File: src/rtl/sap_sequencer.sv
// SAP control sequencer: PC, microstep counter, halt/resume, conditional jumps.
// Define SAP_SEQ_STACK_EN to build the call/return stack and the sticky FAULT state.
module sap_sequencer #(
  parameter int PC_WIDTH    = 4,
  parameter int STEPS       = 8,
  parameter int STACK_DEPTH = 4,
  localparam int STEP_WIDTH  = $clog2(STEPS),
  localparam int LEVEL_WIDTH = $clog2(STACK_DEPTH + 1)
) (
  input  logic                   clk,
  input  logic                   rst_n,
  input  logic                   clk_en,
  input  logic                   i_counter_enable,
  input  logic                   i_jump,
  input  logic [1:0]             i_jump_cond,
  input  logic                   i_zero,
  input  logic                   i_carry,
  input  logic                   i_odd,
  input  logic                   i_call,
  input  logic                   i_ret,
  input  logic [PC_WIDTH-1:0]    i_load_data,
  input  logic                   i_adv,
  input  logic                   i_halt,
  input  logic                   i_resume,
  output logic [PC_WIDTH-1:0]    o_pc,
  output logic [STEP_WIDTH-1:0]  o_step,
  output logic                   o_halted,
  output logic                   o_fault,
  output logic [LEVEL_WIDTH-1:0] o_stack_level
);

  typedef enum logic [1:0] {
    ST_RUN    = 2'd0,
    ST_HALTED = 2'd1,
    ST_FAULT  = 2'd2
  } state_e;

  localparam logic [STEP_WIDTH-1:0] LAST_STEP = STEP_WIDTH'(STEPS - 1);

  state_e                state_q, state_d;
  logic [PC_WIDTH-1:0]   pc_q, pc_d;
  logic [STEP_WIDTH-1:0] step_q, step_d;
  logic                  halted_q, halted_d;
  logic                  cond_ok_s;
  logic                  step_adv_s;

`ifdef SAP_SEQ_STACK_EN
  localparam int IDX_WIDTH = (STACK_DEPTH > 1) ? $clog2(STACK_DEPTH) : 1;
  localparam logic [LEVEL_WIDTH-1:0] FULL_LEVEL = LEVEL_WIDTH'(STACK_DEPTH);

  logic                   fault_q, fault_d;
  logic [LEVEL_WIDTH-1:0] level_q, level_d;
  logic [PC_WIDTH-1:0]    stack_q [STACK_DEPTH];
  logic                   push_s;
  logic [IDX_WIDTH-1:0]   push_idx_s;
  logic [IDX_WIDTH-1:0]   top_idx_s;
  logic [PC_WIDTH-1:0]    push_data_s;

  assign push_idx_s = IDX_WIDTH'(level_q);
  assign top_idx_s  = IDX_WIDTH'(level_q - LEVEL_WIDTH'(1));
`else
  logic unused_ret_s;
  assign unused_ret_s = i_ret;
`endif

  always_comb begin
    case (i_jump_cond)
      2'd0:    cond_ok_s = 1'b1;
      2'd1:    cond_ok_s = i_zero;
      2'd2:    cond_ok_s = i_carry;
      2'd3:    cond_ok_s = i_odd;
      default: cond_ok_s = 1'b0;
    endcase
  end

  always_comb begin
    state_d    = state_q;
    pc_d       = pc_q;
    step_d     = step_q;
    halted_d   = halted_q;
    step_adv_s = 1'b0;
`ifdef SAP_SEQ_STACK_EN
    fault_d     = fault_q;
    level_d     = level_q;
    push_s      = 1'b0;
    push_data_s = pc_q + PC_WIDTH'(1);
`endif
    if (clk_en) begin
      case (state_q)
        ST_RUN: begin
          step_adv_s = 1'b1;
          if (i_halt) begin
            state_d    = ST_HALTED;
            halted_d   = 1'b1;
            step_adv_s = 1'b0;
          end
`ifdef SAP_SEQ_STACK_EN
          else if (i_ret) begin
            if (level_q == LEVEL_WIDTH'(0)) begin
              state_d    = ST_FAULT;
              fault_d    = 1'b1;
              step_adv_s = 1'b0;
            end else begin
              pc_d    = stack_q[top_idx_s];
              level_d = level_q - LEVEL_WIDTH'(1);
            end
          end else if (i_call) begin
            // Overflow faults without touching the stack or PC.
            if (level_q == FULL_LEVEL) begin
              state_d    = ST_FAULT;
              fault_d    = 1'b1;
              step_adv_s = 1'b0;
            end else begin
              push_s  = 1'b1;
              pc_d    = i_load_data;
              level_d = level_q + LEVEL_WIDTH'(1);
            end
          end
`else
          else if (i_call) begin
            pc_d = i_load_data;
          end
`endif
          else if (i_jump && cond_ok_s) begin
            pc_d = i_load_data;
          end else if (i_counter_enable) begin
            pc_d = pc_q + PC_WIDTH'(1);
          end else begin
            pc_d = pc_q;
          end

          if (step_adv_s) begin
            step_d = (i_adv || (step_q == LAST_STEP)) ? '0 : step_q + STEP_WIDTH'(1);
          end else begin
            step_d = step_q;
          end
        end
        ST_HALTED: begin
          if (i_resume) begin
            state_d  = ST_RUN;
            halted_d = 1'b0;
            step_d   = '0;
          end else begin
            state_d = ST_HALTED;
          end
        end
        ST_FAULT: begin
          state_d = ST_FAULT;
        end
        default: begin
          // Illegal encoding: park in HALTED so software must explicitly resume.
          state_d  = ST_HALTED;
          halted_d = 1'b1;
        end
      endcase
    end else begin
      state_d = state_q;
    end
  end

  always_ff @(posedge clk or negedge rst_n) begin
    if (!rst_n) begin
      state_q  <= ST_RUN;
      pc_q     <= '0;
      step_q   <= '0;
      halted_q <= 1'b0;
    end else begin
      state_q  <= state_d;
      pc_q     <= pc_d;
      step_q   <= step_d;
      halted_q <= halted_d;
    end
  end

`ifdef SAP_SEQ_STACK_EN
  always_ff @(posedge clk or negedge rst_n) begin
    if (!rst_n) begin
      fault_q <= 1'b0;
      level_q <= '0;
    end else begin
      fault_q <= fault_d;
      level_q <= level_d;
    end
  end

  // Stack contents need no reset: only entries below level_q are ever read.
  always_ff @(posedge clk) begin
    if (push_s) begin
      stack_q[push_idx_s] <= push_data_s;
    end
  end

  assign o_fault       = fault_q;
  assign o_stack_level = level_q;
`else
  assign o_fault       = 1'b0;
  assign o_stack_level = '0;
`endif

  assign o_pc     = pc_q;
  assign o_step   = step_q;
  assign o_halted = halted_q;

endmodule

File: config.mk
export PLATFORM = sky130hd
export DESIGN_NAME = sap_sequencer
export DESIGN_NICKNAME = d
export VERILOG_FILES = /design/src/rtl/sap_sequencer.sv
export SDC_FILE = /design/constraint.sdc
export NUM_CORES = 1
export LEC_CHECK = 0
export CORE_MARGIN = 5
export CORE_UTILIZATION = 30
export CTS_CLUSTER_SIZE = 28
export DETAILED_ROUTE_END_ITERATION = 10
export GPL_TIMING_DRIVEN = 0
export PLACE_DENSITY_LB_ADDON = 0.12
export SYNTH_ARGS = -nofsm -noshare
export SYNTH_HDL_FRONTEND = slang
export SYNTH_SLANG_ARGS = --single-unit
File: constraint.sdc
create_clock -name clk -period 1.75 [get_ports clk]
set_input_delay 0.175 -clock clk [delete_from_list [all_inputs] [get_ports clk]]
set_output_delay 0.175 -clock clk [all_outputs]
set_load 0.01 [all_outputs]
Run 1, sequential cells colored by netlist name:
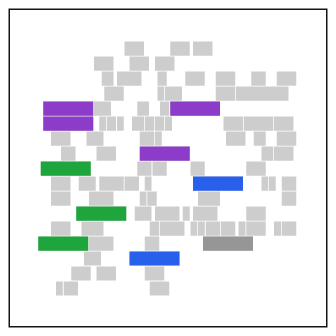
Blue is state_q, sequential cells 2. Green is o_step, sequential cells 3. Purple is o_pc, sequential cells 4.
Another 1 sequential cells are not colored.
share of the core filled with cells in the final layout: 46.0%
sequential share of cell area: 25.1%
sequential cell power: 0.000393 W

Run 1, clock distribution:
Bar = 20 um.
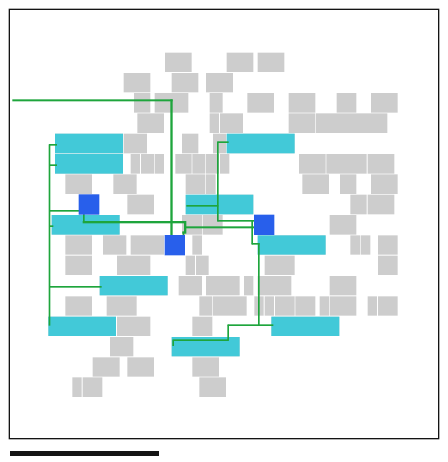
Blue is clock drivers, count 3. Green is clock wires, length 162 um. Cyan is flip-flops, count 10.
There are 4 routed clock nets.

Run 1, ports around the boundary:
Pins as bars across the die edge, other pins in gray.
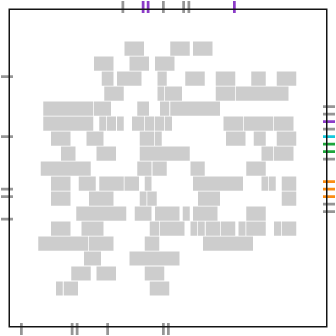
Green is i_jump_cond, pins 2, direction input, edge east. Orange is o_stack_level, pins 3, direction output, edge east. Purple is o_pc, pins 4, direction output, edge 3 north, 1 east. Cyan is i_odd, pins 1, direction input, edge east.
All pins by edge: 13 east, 7 north, 6 south, 5 west.

Run 1, signal wires by layer:
Bar = 20 um.
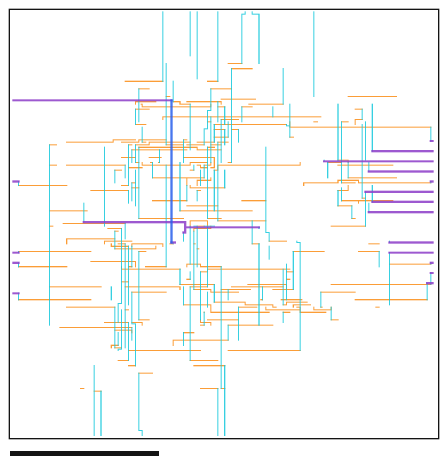
Orange is metal 1, wire length 687 um. Purple is metal 3, wire length 119 um. Blue is metal 4, wire length 19.0 um. Cyan is metal 2, wire length 625 um.

==> run 1: worst paths after layout <==
check	slack [ns]	to
max	0.09	o_pc[0]
min	0.23	state_q[0]
max reg2reg	0.15	o_pc[3]
min reg2reg	0.50	o_halted
max in group asynchronous	1.20	o_pc[0]
min in group clk	0.50	o_halted
==> run 1: flip-flops by register name, indices dropped and copies added (netlist names) <==
register / cells
o_pc: 4
o_step: 3
state_q: 2
o_halted: 1
==> run 1: critical path: cells and delay by family <==
family | cells | cell delay [ns]
buffers and inverters | 1 | 0.50
multiplexers | 2 | 0.55
AND-OR/OR-AND | 2 | 0.54
==> run 1: layout make-up <==
class	count	area, um^2
Fill cell	222	1170
Multi-Input combinational cell	49	390
Sequential cell	10	250
Timing Repair Buffer	25	250
Tap cell	28	35.0
Buffer	4	30.0
Clock buffer	3	22.5
Inverter	5	18.8
==> run 1: per-layer routing <==
| layer | vias up | part of all wire [%] |
|---|---|---|
| met5 | - | 0 |
| met4 | 0 | 1.3 |
| met3 | 2 | 8.1 |
| met2 | 21 | 43 |
| met1 | 273 | 47 |
| li1 | 292 | - |
==> run 1: power groups by stage <==
stage | clock [W] | combinational (W) | sequential [W]
after floorplan | 0 | 0.000263 | 0.000422
after global placement | 0 | 0.000531 | 0.000398
after detailed placement | 0 | 0.000536 | 0.000400
after CTS | 0.000163 | 0.000538 | 0.000394
after global routing | 0.000174 | 0.000591 | 0.000408
final | 0.000151 | 0.000534 | 0.000393
==> run 1: logic make-up (layout without fill, tap and decap cells) <==
family	after synthesis	after routing	share of synthesized area [%]
AOI/OAI and AO/OA	16	16	19.9
DFF	10	10	37.2
adders and majority gates	6	6	11.2
muxes	6	6	10.1
and+or+nand+nor	17	17	13.8
buffers and inverters	9	37	7.26
other	1	4	0.558
==> run 1: synthesized netlist by cell type (2+ instances only) <==
library cell  number  area share, %
a21oi_1            3            2.2
a22o_1             2            2.6
a2bb2oi_1          3            3.9
and2_1             2            1.9
buf_4              4            4.5
dfrtp_1           10             37
ha_1               6             11
inv_1              5            2.8
mux2_2             2            3.4
mux2i_1            3            4.5
nand2_1            6            3.4
o21ai_0            2            1.5
o31ai_1            2            2.2
==> run 1: metrics by stage <==
step | hold slack [ns] | setup TNS (ns) | instances
3_5_place_dp | 0.486 | -0.562 | 121
5_1_grt | 0.264 | 0 | 124
4_1_cts | 0.252 | 0 | 124
2_1_floorplan | -0.121 | 0 | 68
3_3_place_gp | 0.490 | -0.553 | 121
6_report | 0.230 | 0 | 124
==> results.rst, run 1 <==
Physical design figures
=======================

.. list-table::
   :header-rows: 1

   * - Metric
     - Value
   * - Total global routing track utilization
     - 9.91%
   * - Most frequently placed logic cell in the final layout
     - clkdlybuf4s50_1
   * - Chain of cells forming the critical path
     - clkdlybuf4s50_1 -> mux2_4 -> a221oi_4 -> mux2i_1 -> a2bb2oi_1
   * - CP Data Arrival Time
     - 1.77 ns
   * - Count of input and output buffers
     - 25
   * - Category of the worst setup path launch point
     - input port
   * - Switching part of the total power
     - 34.4%
   * - Number of flops mapped to enable cells by yosys
     - 0
   * - Endpoint type of the worst setup path
     - flop
   * - Max cap viols
     - 0
   * - Pre-Place Util
     - 31.0%
   * - Final GP Congestion
     - 0.734
   * - Combinational Power Share
     - 49.5%
   * - Residual antenna-violating net count after detailed routing
     - 0
   * - Max Clk Rate
     - 603 MHz
   * - Synthesis-stage register bit count
     - 10
   * - Yosys stat area
     - 672 um^2
   * - Number of DRC markers in iteration 0
     - 6
   * - Clock latency on the worst-skew pair
     - 0.26 ns
   * - Count of mapped cells out of synthesis
     - 65
   * - Met2 GRT Util
     - 14.2%
   * - Average wire per standard cell
     - 11.7 um
   * - Startpoint-to-endpoint class of the critical path
     - in2reg
   * - Post-synth cell types
     - 28
   * - Layout cell share with drive strength beyond 1
     - 12.5%
   * - Worst rel slew slack
     - 64.2%
   * - Async S/R FF share, synth
     - 100%
   * - Number of diodes
     - 0
   * - First-pass GRT wire length
     - 2530 um
   * - Total core area
     - 2170 um^2
   * - Die Height
     - 57.3 um
   * - Instance area at placement
     - 968 um^2
   * - Maximum count of clock buffers along a single path
     - 2
   * - Number of buffers inserted during clock tree synthesis
     - 3
   * - Cell count listed in synth_stat.txt
     - 65
   * - Clock Tree Root
     - clkbuf_4
   * - Detail-routed via count per cell
     - 4.74
   * - Sequential Power Share
     - 36.5%
   * - Chip footprint
     - 3290 um^2
   * - Required time of the critical path
     - 1.86 ns
   * - Static power due to leakage
     - 0.450 nW
   * - Switching power
     - 0.000371 W
   * - HPWL Detailed
     - 1190 um
   * - DRC violation count after routing
     - 0
   * - Overall via count from detail_route
     - 588
   * - Hold Vio Cnt, Final
     - 0
   * - Worst-case clock skew
     - 0.00707 ns
   * - Post-route total power
     - 0.00108 W
   * - Transition time at the pin with the least slew margin
     - 0.536 ns
   * - Share of power burned in the clock network
     - 14.0%
   * - Die outline width
     - 57.3 um
   * - Vias in the first global route
     - 560
   * - # clock sinks
     - 10
   * - CTS tree
     - built
   * - Overflow left after global routing
     - 0
   * - GRT met1 Usage
     - 12.6%
   * - Post-synthesis sequential area ratio
     - 37.2%
   * - Maximum VDD drop
     - 517 uV
   * - CP Launch Point
     - i_jump_cond[1]
   * - RSZ-0062 raised after global routing
     - false
   * - Summed instance area of the synthesized netlist
     - 672 um^2
   * - Number of cell instances on the worst register-to-register path
     - 6
   * - Type of the most critical hold path
     - in2async
   * - Delay of the slowest cell on the worst path
     - 0.50 ns
   * - Final Setup Violations
     - 0
   * - H-Tree Depth
     - 1
   * - Start of the worst register-to-register path
     - state_q[0]
   * - Status
     - complete, no violations
   * - Setup fix buffers added after clock tree synthesis
     - 0
   * - Number of gates given a new drive strength after cts
     - 0
Run 1, clock nets:
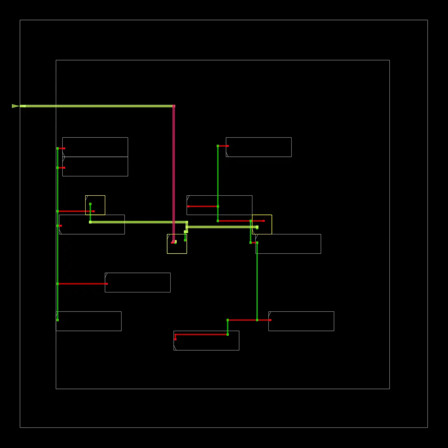

==> inputs of run 2 (changes only) <==
Settings changed: GPL_TIMING_DRIVEN 0 to default.
Run 2, clock nets:
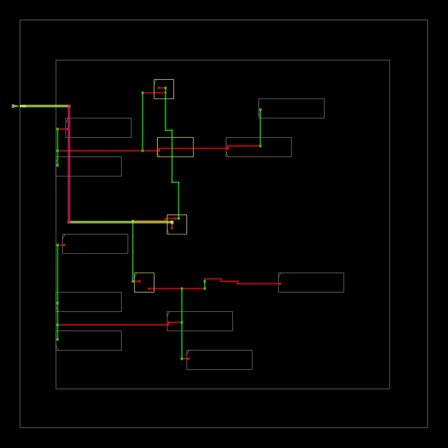
tally of clock buffers in the finished layout: 4
clock latency on the worst-skew pair: 0.27 ns

==> results.rst, run 2 <==
Physical design figures
=======================

.. list-table::
   :header-rows: 1

   * - Metric
     - Value
   * - Sum of negative setup slack
     - 0 ns (unchanged)
   * - Async S/R FF share, synth
     - 100% (unchanged)
   * - Status
     - complete, no violations
   * - Commonest cells in the netlist
     - dfrtp_1 (10), ha_1 (6), nand2_1 (6)
   * - Post-synth cell types
     - 28 (unchanged)
   * - Die Height
     - 57.3 um (unchanged)
   * - Top cell type by instance count after synthesis
     - dfrtp_1
   * - Yosys stat area
     - 672 um^2 (unchanged)
   * - Biggest area consumer among synthesized cells
     - dfrtp_1
   * - Clock Tree Root
     - clkbuf_4
   * - Final GP Congestion
     - 0.746 (+1.6%)
   * - Pre-Place Util
     - 31.0% (unchanged)
   * - Layout Area Growth over Synthesis
     - 51.8%
   * - Top cells by area
     - dfrtp_1 (37%), ha_1 (11%), mux2i_1 (4.5%)
   * - Type of the most critical hold path
     - in2async
   * - Number of DRC markers in iteration 0
     - 7 (+1)
   * - Maximum VDD drop
     - 756 uV (+46%)
   * - Detail-routed via count per cell
     - 4.64 (-2.2%)
   * - Most frequently placed logic cell in the final layout
     - clkdlybuf4s50_1
   * - Post-Route WL
     - 1600 um
   * - DRC violation count after routing
     - 0 (unchanged)
   * - Layout cell share with drive strength beyond 1
     - 14.1% (+1.6 points)
   * - Initial antenna violation count
     - 0
   * - Total core area
     - 2170 um^2 (unchanged)
   * - Largest net degree at the start of global routing
     - 11
   * - Required time of the critical path
     - 1.91 ns (+0.05 ns)
   * - Average wire per standard cell
     - 12.6 um (+7.9%)
   * - Tally of OpenROAD warnings
     - 29
   * - Length of the first detailed-routing pass in iterations
     - 2
   * - Number of fill cells in the layout
     - 221 (-0.45%)
   * - Total global routing track utilization
     - 11.2% (+1.2 points)
   * - Power per cell area
     - 1140 nW/um^2
   * - Reg clk slew, reported paths
     - 0.07 ns
   * - Min Hold Slack
     - 0.230 ns (+0.000569 ns)
   * - Post-synthesis sequential area ratio
     - 37.2% (unchanged)
   * - Max FFs per register
     - 4 (unchanged)
   * - Proportion of netlist area held by the largest area contributor
     - 37.2% (unchanged)
   * - Residual antenna-violating net count after detailed routing
     - 0 (unchanged)
   * - Final Setup Violations
     - 0 (unchanged)
   * - Vias in the first global route
     - 643 (+15%)
   * - Count of final max-slew check failures
     - 0
   * - H-Tree Depth
     - 1 (unchanged)
   * - Main flop type after synthesis
     - dfrtp_1
   * - Most common logic cells in the final layout
     - clkdlybuf4s50_1 (25), dfrtp_1 (10), nand2_1 (6), ha_1 (6), buf_4 (6)
   * - Number of gates given a new drive strength after cts
     - 0 (unchanged)
   * - Die outline width
     - 57.3 um (unchanged)
   * - Final critical delay including setup and external delays
     - 1.55 ns
   * - Overall via count from detail_route
     - 589 (+0.17%)
   * - HPWL Detailed
     - 1290 um (+7.9%)
   * - Chip footprint
     - 3290 um^2 (unchanged)
   * - Capture instance of the worst register-to-register path
     - state_q[1]
   * - Count of input and output buffers
     - 25 (unchanged)
   * - Setup fix buffers added after clock tree synthesis
     - 0 (unchanged)
   * - Start of the worst register-to-register path
     - state_q[0]
   * - Comb area
     - 384 um^2 (-1.6%)
   * - Critical path fanouts, max
     - 7
   * - Overflow left after global routing
     - 0 (unchanged)
   * - CTS tree
     - built
   * - Number of top-level pins
     - 31
   * - Max Clk Rate
     - 647 MHz (+7.2%)
   * - Number of flops mapped to enable cells by yosys
     - 0 (unchanged)
   * - CP Launch Point
     - i_jump_cond[1]
   * - Count of warnings emitted by yosys
     - 0
   * - Startpoint-to-endpoint class of the critical path
     - in2reg
   * - RSZ-0062 raised after global routing
     - false
   * - Endpoint type of the worst setup path
     - flop
   * - Part of the cycle the worst path needs
     - 88.3%
   * - Summed instance area of the synthesized netlist
     - 672 um^2 (unchanged)
   * - Reg2Reg Setup Slack
     - 0.27 ns (+0.12 ns)
   * - Cell count listed in synth_stat.txt
     - 65 (unchanged)
   * - Category of the worst setup path launch point
     - input port
   * - Count of mapped cells out of synthesis
     - 65 (unchanged)
   * - Number of cell instances on the worst register-to-register path
     - 5 (-1)
   * - Total number of nets in the final design
     - 125
   * - First-pass GRT wire length
     - 2850 um (+13%)
   * - Post-cts hold buffer count
     - 0
   * - Worst-case clock skew
     - 0.00488 ns (-0.00219 ns)
   * - Max cap viols
     - 0 (unchanged)
   * - Hold Vio Cnt, Final
     - 0 (unchanged)
   * - Static power due to leakage
     - 0.464 nW (+3.2%)
   * - # clock sinks
     - 10 (unchanged)
   * - CP Data Arrival Time
     - 1.70 ns (-0.07 ns)
   * - Synthesis-stage register bit count
     - 10 (unchanged)
   * - Site row count
     - 17
   * - Number of diodes
     - 0 (unchanged)
   * - Number of buffers inserted during clock tree synthesis
     - 3 (unchanged)
   * - Post-synthesis average cell area
     - 10.3 um^2
   * - Maximum count of clock buffers along a single path
     - 2 (unchanged)
Run 2, sequential cells colored by netlist name:
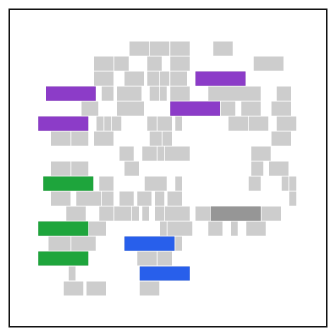
Blue is state_q, sequential cells 2. Green is o_step, sequential cells 3. Purple is o_pc, sequential cells 4.
Another 1 sequential cells are not colored.
share of the core filled with cells in the final layout: 47.0%
area taken by flip-flops and latches: 250 um^2
sequential share of cell area: 24.5%

## run 2: cell families (layout without fill, tap and decap cells)
family                     count (synthesis)  after routing  synth area share, %
DFF                                       10             10                 37.2
other                                      1              4                0.558
and+or+nand+nor                           17             17                 13.8
muxes                                      6              6                 10.1
buffers and inverters                      9             40                 7.26
AOI/OAI and AO/OA                         16             16                 19.9
adders and majority gates                  6              6                 11.2
## run 2: area by class of cell
class / count / area share (%)
Clock buffer: 4 / 3.56
Inverter: 5 / 1.84
Multi-Input combinational cell: 49 / 37.7
Sequential cell: 10 / 24.5
Tap cell: 28 / 3.44
Timing Repair Buffer: 31 / 29.0
## run 2: worst max-delay path by stage
stage	cells past startpoint	slack (ns)	end
3_5_place_dp	6	-0.09	o_pc[1]
5_1_grt	6	0.12	o_pc[0]
2_1_floorplan	5	0.19	state_q[1]
6_report	6	0.20	o_pc[1]
4_1_cts	6	0.20	o_pc[1]
3_3_place_gp	6	-0.06	o_pc[1]
## run 2: critical path, cell delays in order
cell,delay [ns]
clkdlybuf4s50_1,0.50
mux2_4,0.32
a221oi_4,0.24
buf_4,0.20
mux2i_1,0.19
a2bb2oi_1,0.08
## run 2: power by group
group | total (W) | switching (W) | internal, W
Combinational | 0.000551 | 0.000225 | 0.000325
Sequential | 0.000393 | 0.0000777 | 0.000316
Clock | 0.000215 | 0.0000889 | 0.000126
## run 2: per-stage QoR
stage          power [W]  cells  instance area, um^2  utilization [%]  worst slack (ns)
6_report         0.00116    127                 1020             47.0             0.204
5_1_grt          0.00127    127                 1020             47.0             0.119
4_1_cts          0.00118    127                 1020             47.0             0.196
3_5_place_dp    0.000954    123                  983             45.3           -0.0913
3_3_place_gp    0.000945    123                  983             45.3           -0.0642
2_1_floorplan   0.000686     68                  683                -             0.190
## run 2: routing by layer
layer  part of all wire (%)  vias up  wire length (um)  track usage (%)
met5                      0        -                 0                0
met4                    1.0        0                16             5.96
met3                    8.2        2               132             4.52
met2                     45       18               715             16.8
met1                     46      271               737             13.5
li1                       -      298                 -                -
Run 2, clock distribution:
Bar = 20 um.
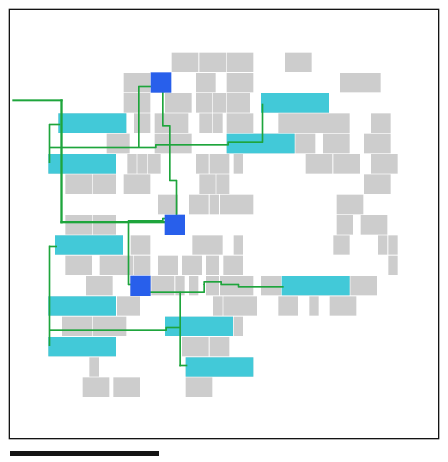

==> inputs of run 3 (changes only) <==
Settings changed: CORE_MARGIN 5 to default, CTS_CLUSTER_DIAMETER from default to 80, GPL_ROUTABILITY_DRIVEN from default to 0.
Run 3, clock distribution:
Bar = 10 um.
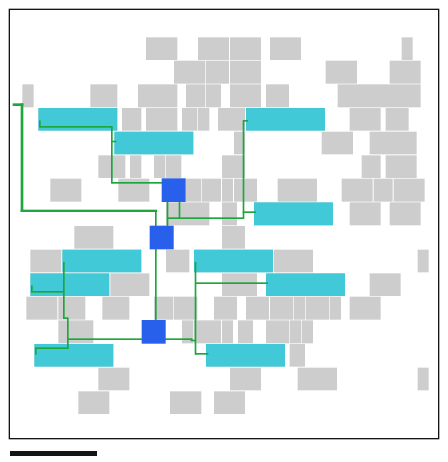
Cyan is flip-flops, count 10. Blue is clock drivers, count 3. Green is clock wires, length 149 um.
There are 4 routed clock nets.
clock latency on the worst-skew pair: 0.26 ns
worst-case clock skew: 0.00220 ns
power of the clock network: 0.000211 W
share of power burned in the clock network: 18.2%

==> results.rst, run 3 <==
Physical design figures
=======================

.. list-table::
   :header-rows: 1

   * - Metric
     - Value
   * - Status
     - complete, no violations
   * - Instance area at placement
     - 982 um^2 (-0.13%)
   * - Crit path max-delay family
     - buffers and inverters
   * - Max Clk Rate
     - 644 MHz (-0.39%)
   * - Final instance area
     - 1020 um^2 (-0.12%)
   * - Top cells by area
     - dfrtp_1 (37%), ha_1 (11%), mux2i_1 (4.5%)
   * - Setup fix buffers added after clock tree synthesis
     - 0 (unchanged)
   * - Residual antenna-violating net count after detailed routing
     - 0 (unchanged)
   * - Standard cell with the maximum stage delay on the critical path
     - clkdlybuf4s50_1
   * - Max cap viols
     - 0 (unchanged)
   * - Layout cell share with drive strength beyond 1
     - 14.1% (unchanged)
   * - GRT met3 Usage
     - 2.80% (-1.7 points)
   * - Type of the most critical hold path
     - in2async
   * - Synthesis-stage register bit count
     - 10 (unchanged)
   * - GRT met1 Usage
     - 17.1% (+3.6 points)
   * - Post-route total power
     - 0.00116 W (-0.14%)
   * - Die Height
     - 49.3 um (-14%)
   * - Average wire per standard cell
     - 11.0 um (-13%)
   * - Largest net degree at the start of global routing
     - 11 (unchanged)
   * - Number of diodes
     - 0 (unchanged)
   * - Count of warnings emitted by yosys
     - 0 (unchanged)
   * - Most frequently placed logic cell in the final layout
     - clkdlybuf4s50_1
   * - H-Tree Depth
     - 1 (unchanged)
   * - Main flop type after synthesis
     - dfrtp_1
   * - Commonest cells in the netlist
     - dfrtp_1 (10), ha_1 (6), nand2_1 (6)
   * - Biggest area consumer among synthesized cells
     - dfrtp_1
   * - Total global routing track utilization
     - 13.0% (+1.8 points)
   * - Count of input and output buffers
     - 25 (unchanged)
   * - HPWL Detailed
     - 1120 um (-13%)
   * - Async S/R FF share, synth
     - 100% (unchanged)
   * - Tally of OpenROAD warnings
     - 29 (unchanged)
   * - Proportion of netlist area held by the largest area contributor
     - 37.2% (unchanged)
   * - Number of gates given a new drive strength after cts
     - 0 (unchanged)
   * - # clock sinks
     - 10 (unchanged)
   * - Final Setup Violations
     - 0 (unchanged)
   * - Most Used Layer, Global Route
     - met2
   * - Yosys stat area
     - 672 um^2 (unchanged)
   * - Cell count listed in synth_stat.txt
     - 65 (unchanged)
   * - Critical path fanouts, max
     - 6 (-1)
   * - Post-synthesis sequential area ratio
     - 37.2% (unchanged)
   * - Detail-routed via count per cell
     - 4.73 (+2.0%)
   * - First-pass GRT wire length
     - 2370 um (-17%)
   * - Most common logic cells in the final layout
     - clkdlybuf4s50_1 (25), dfrtp_1 (10), nand2_1 (6), ha_1 (6), buf_4 (6)
   * - Area taken by flip-flops and latches
     - 250 um^2 (unchanged)
   * - Number of buffers inserted during clock tree synthesis
     - 3 (unchanged)
   * - Power per cell area
     - 1140 nW/um^2 (about the same)
   * - Delay of the slowest cell on the worst path
     - 0.49 ns (about the same)
   * - Maximum count of clock buffers along a single path
     - 2 (unchanged)
   * - Length of the first detailed-routing pass in iterations
     - 4 (+2)
   * - Met2 GRT Util
     - 19.4% (+2.6 points)
   * - Number of fill cells in the layout
     - 201 (-9.0%)
   * - Max FFs per register
     - 4 (unchanged)
   * - Post-synthesis average cell area
     - 10.3 um^2 (unchanged)
   * - Pre-Place Util
     - 32.9% (+1.9 points)
   * - Number of top-level pins
     - 31 (unchanged)
   * - Final critical delay including setup and external delays
     - 1.55 ns (+0.00607 ns)
   * - RSZ-0062 raised after global routing
     - false
   * - Endpoint type of the worst setup path
     - flop
   * - Hold Vio Cnt, Final
     - 0 (unchanged)
   * - Number of flops mapped to enable cells by yosys
     - 0 (unchanged)
   * - Comb area
     - 384 um^2 (unchanged)
   * - Number of DRC markers in iteration 0
     - 14 (+7)
   * - Total number of nets in the final design
     - 125 (unchanged)
   * - CP Data Arrival Time
     - 1.70 ns (about the same)
   * - Category of the worst setup path launch point
     - input port
   * - Startpoint-to-endpoint class of the critical path
     - in2reg
   * - Top cell type by instance count after synthesis
     - dfrtp_1
   * - Maximum VDD drop
     - 618 uV (-18%)
   * - Layout Area Growth over Synthesis
     - 51.6%
   * - Summed instance area of the synthesized netlist
     - 672 um^2 (unchanged)
   * - Chip footprint
     - 2430 um^2 (-26%)
   * - Chain of cells forming the critical path
     - clkdlybuf4s50_1 -> mux2_4 -> a221oi_4 -> buf_4 -> mux2i_1 -> a2bb2oi_1
   * - Part of the cycle the worst path needs
     - 88.7% (+0.35 points)
   * - Die outline width
     - 49.3 um (-14%)
   * - Count of final max-slew check failures
     - 0 (unchanged)
   * - Reg clk slew, reported paths
     - 0.07 ns (about the same)
   * - Vias in the first global route
     - 549 (-15%)
   * - Post-Route WL
     - 1390 um (-13%)
   * - Post-placement cell count
     - 122 (-0.81%)
   * - Count of mapped cells out of synthesis
     - 65 (unchanged)
   * - Number of buffer and inverter instances along the worst setup path
     - 2 (unchanged)
   * - Initial antenna violation count
     - 0 (unchanged)
   * - DRC violation count after routing
     - 0 (unchanged)
   * - Site row count
     - 16 (-1)
   * - Post-cts hold buffer count
     - 0 (unchanged)
   * - Static power due to leakage
     - 0.464 nW (about the same)
   * - Required time of the critical path
     - 1.90 ns (about the same)
   * - Total core area
     - 2040 um^2 (-5.9%)
   * - Overall via count from detail_route
     - 596 (+1.2%)
   * - Final Non-Filler Cells
     - 126 (-0.79%)
   * - CTS tree
     - built
   * - Clock Tree Root
     - clkbuf_4
   * - Overflow left after global routing
     - 0 (unchanged)
   * - Post-synth cell types
     - 28 (unchanged)
Run 3, signal wires by layer:
Bar = 10 um.
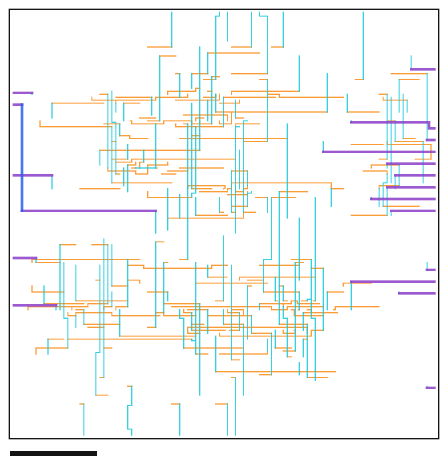
Purple is metal 3, wire length 99.9 um. Orange is metal 1, wire length 652 um. Cyan is metal 2, wire length 626 um. Blue is metal 4, wire length 12.2 um.

==> run 3: cell type report <==
type / instances / share of cell area [%]
timing repair buffer: 31 / 29.0
tap: 27 / 3.32
multi-input combinational: 49 / 37.7
inverter: 5 / 1.84
clock buffer: 4 / 3.56
sequential: 10 / 24.6
==> run 3: per-layer routing <==
metal  part of all wire, %  vias to the layer above
met1                    47                      277
li1                      -                      299
met5                     0                        -
met2                    45                       18
met3                   7.1                        2
met4                  0.86                        0
==> run 3: logic make-up after synthesis <==
| logic type | share of synthesized area, % |
|---|---|
| buf+inv | 7.26 |
| flops | 37.2 |
| other cells | 0.558 |
| compound gates | 19.9 |
| fa+ha+maj | 11.2 |
| mux | 10.1 |
| simple gates | 13.8 |
==> run 3: worst paths after layout <==
check                               startpoint    endpoint  slack [ns]  depth (start not counted)
max in group asynchronous                rst_n     o_pc[1]        1.21                          1
worst min register to register        o_halted    o_halted        0.50                          2
worst max register to register      state_q[0]  state_q[1]        0.24                          5
worst min-delay path                     rst_n   o_step[0]        0.23                          1
worst max-delay path            i_jump_cond[1]     o_pc[1]        0.20                          6
min in group clk                i_load_data[3]     o_pc[3]        0.50                          3
==> run 3: stage by stage <==
step	setup WS, ns	setup TNS, ns	util (%)	hold WS [ns]
CTS	0.193	0	49.9	0.249
global route	0.0209	0	49.9	0.270
floorplan	0.190	0	-	-0.121
global placement	-0.0617	-0.183	48.1	0.481
finish	0.198	0	49.9	0.227
detailed placement	-0.0828	-0.243	48.1	0.487
==> run 3: power by group <==
group / internal (W) / switching [W]
combinational: 0.000326 / 0.000227
clock: 0.000126 / 0.0000844
sequential: 0.000316 / 0.0000782
total: 0.000768 / 0.000390
Power and IR drop assume default switching activity.
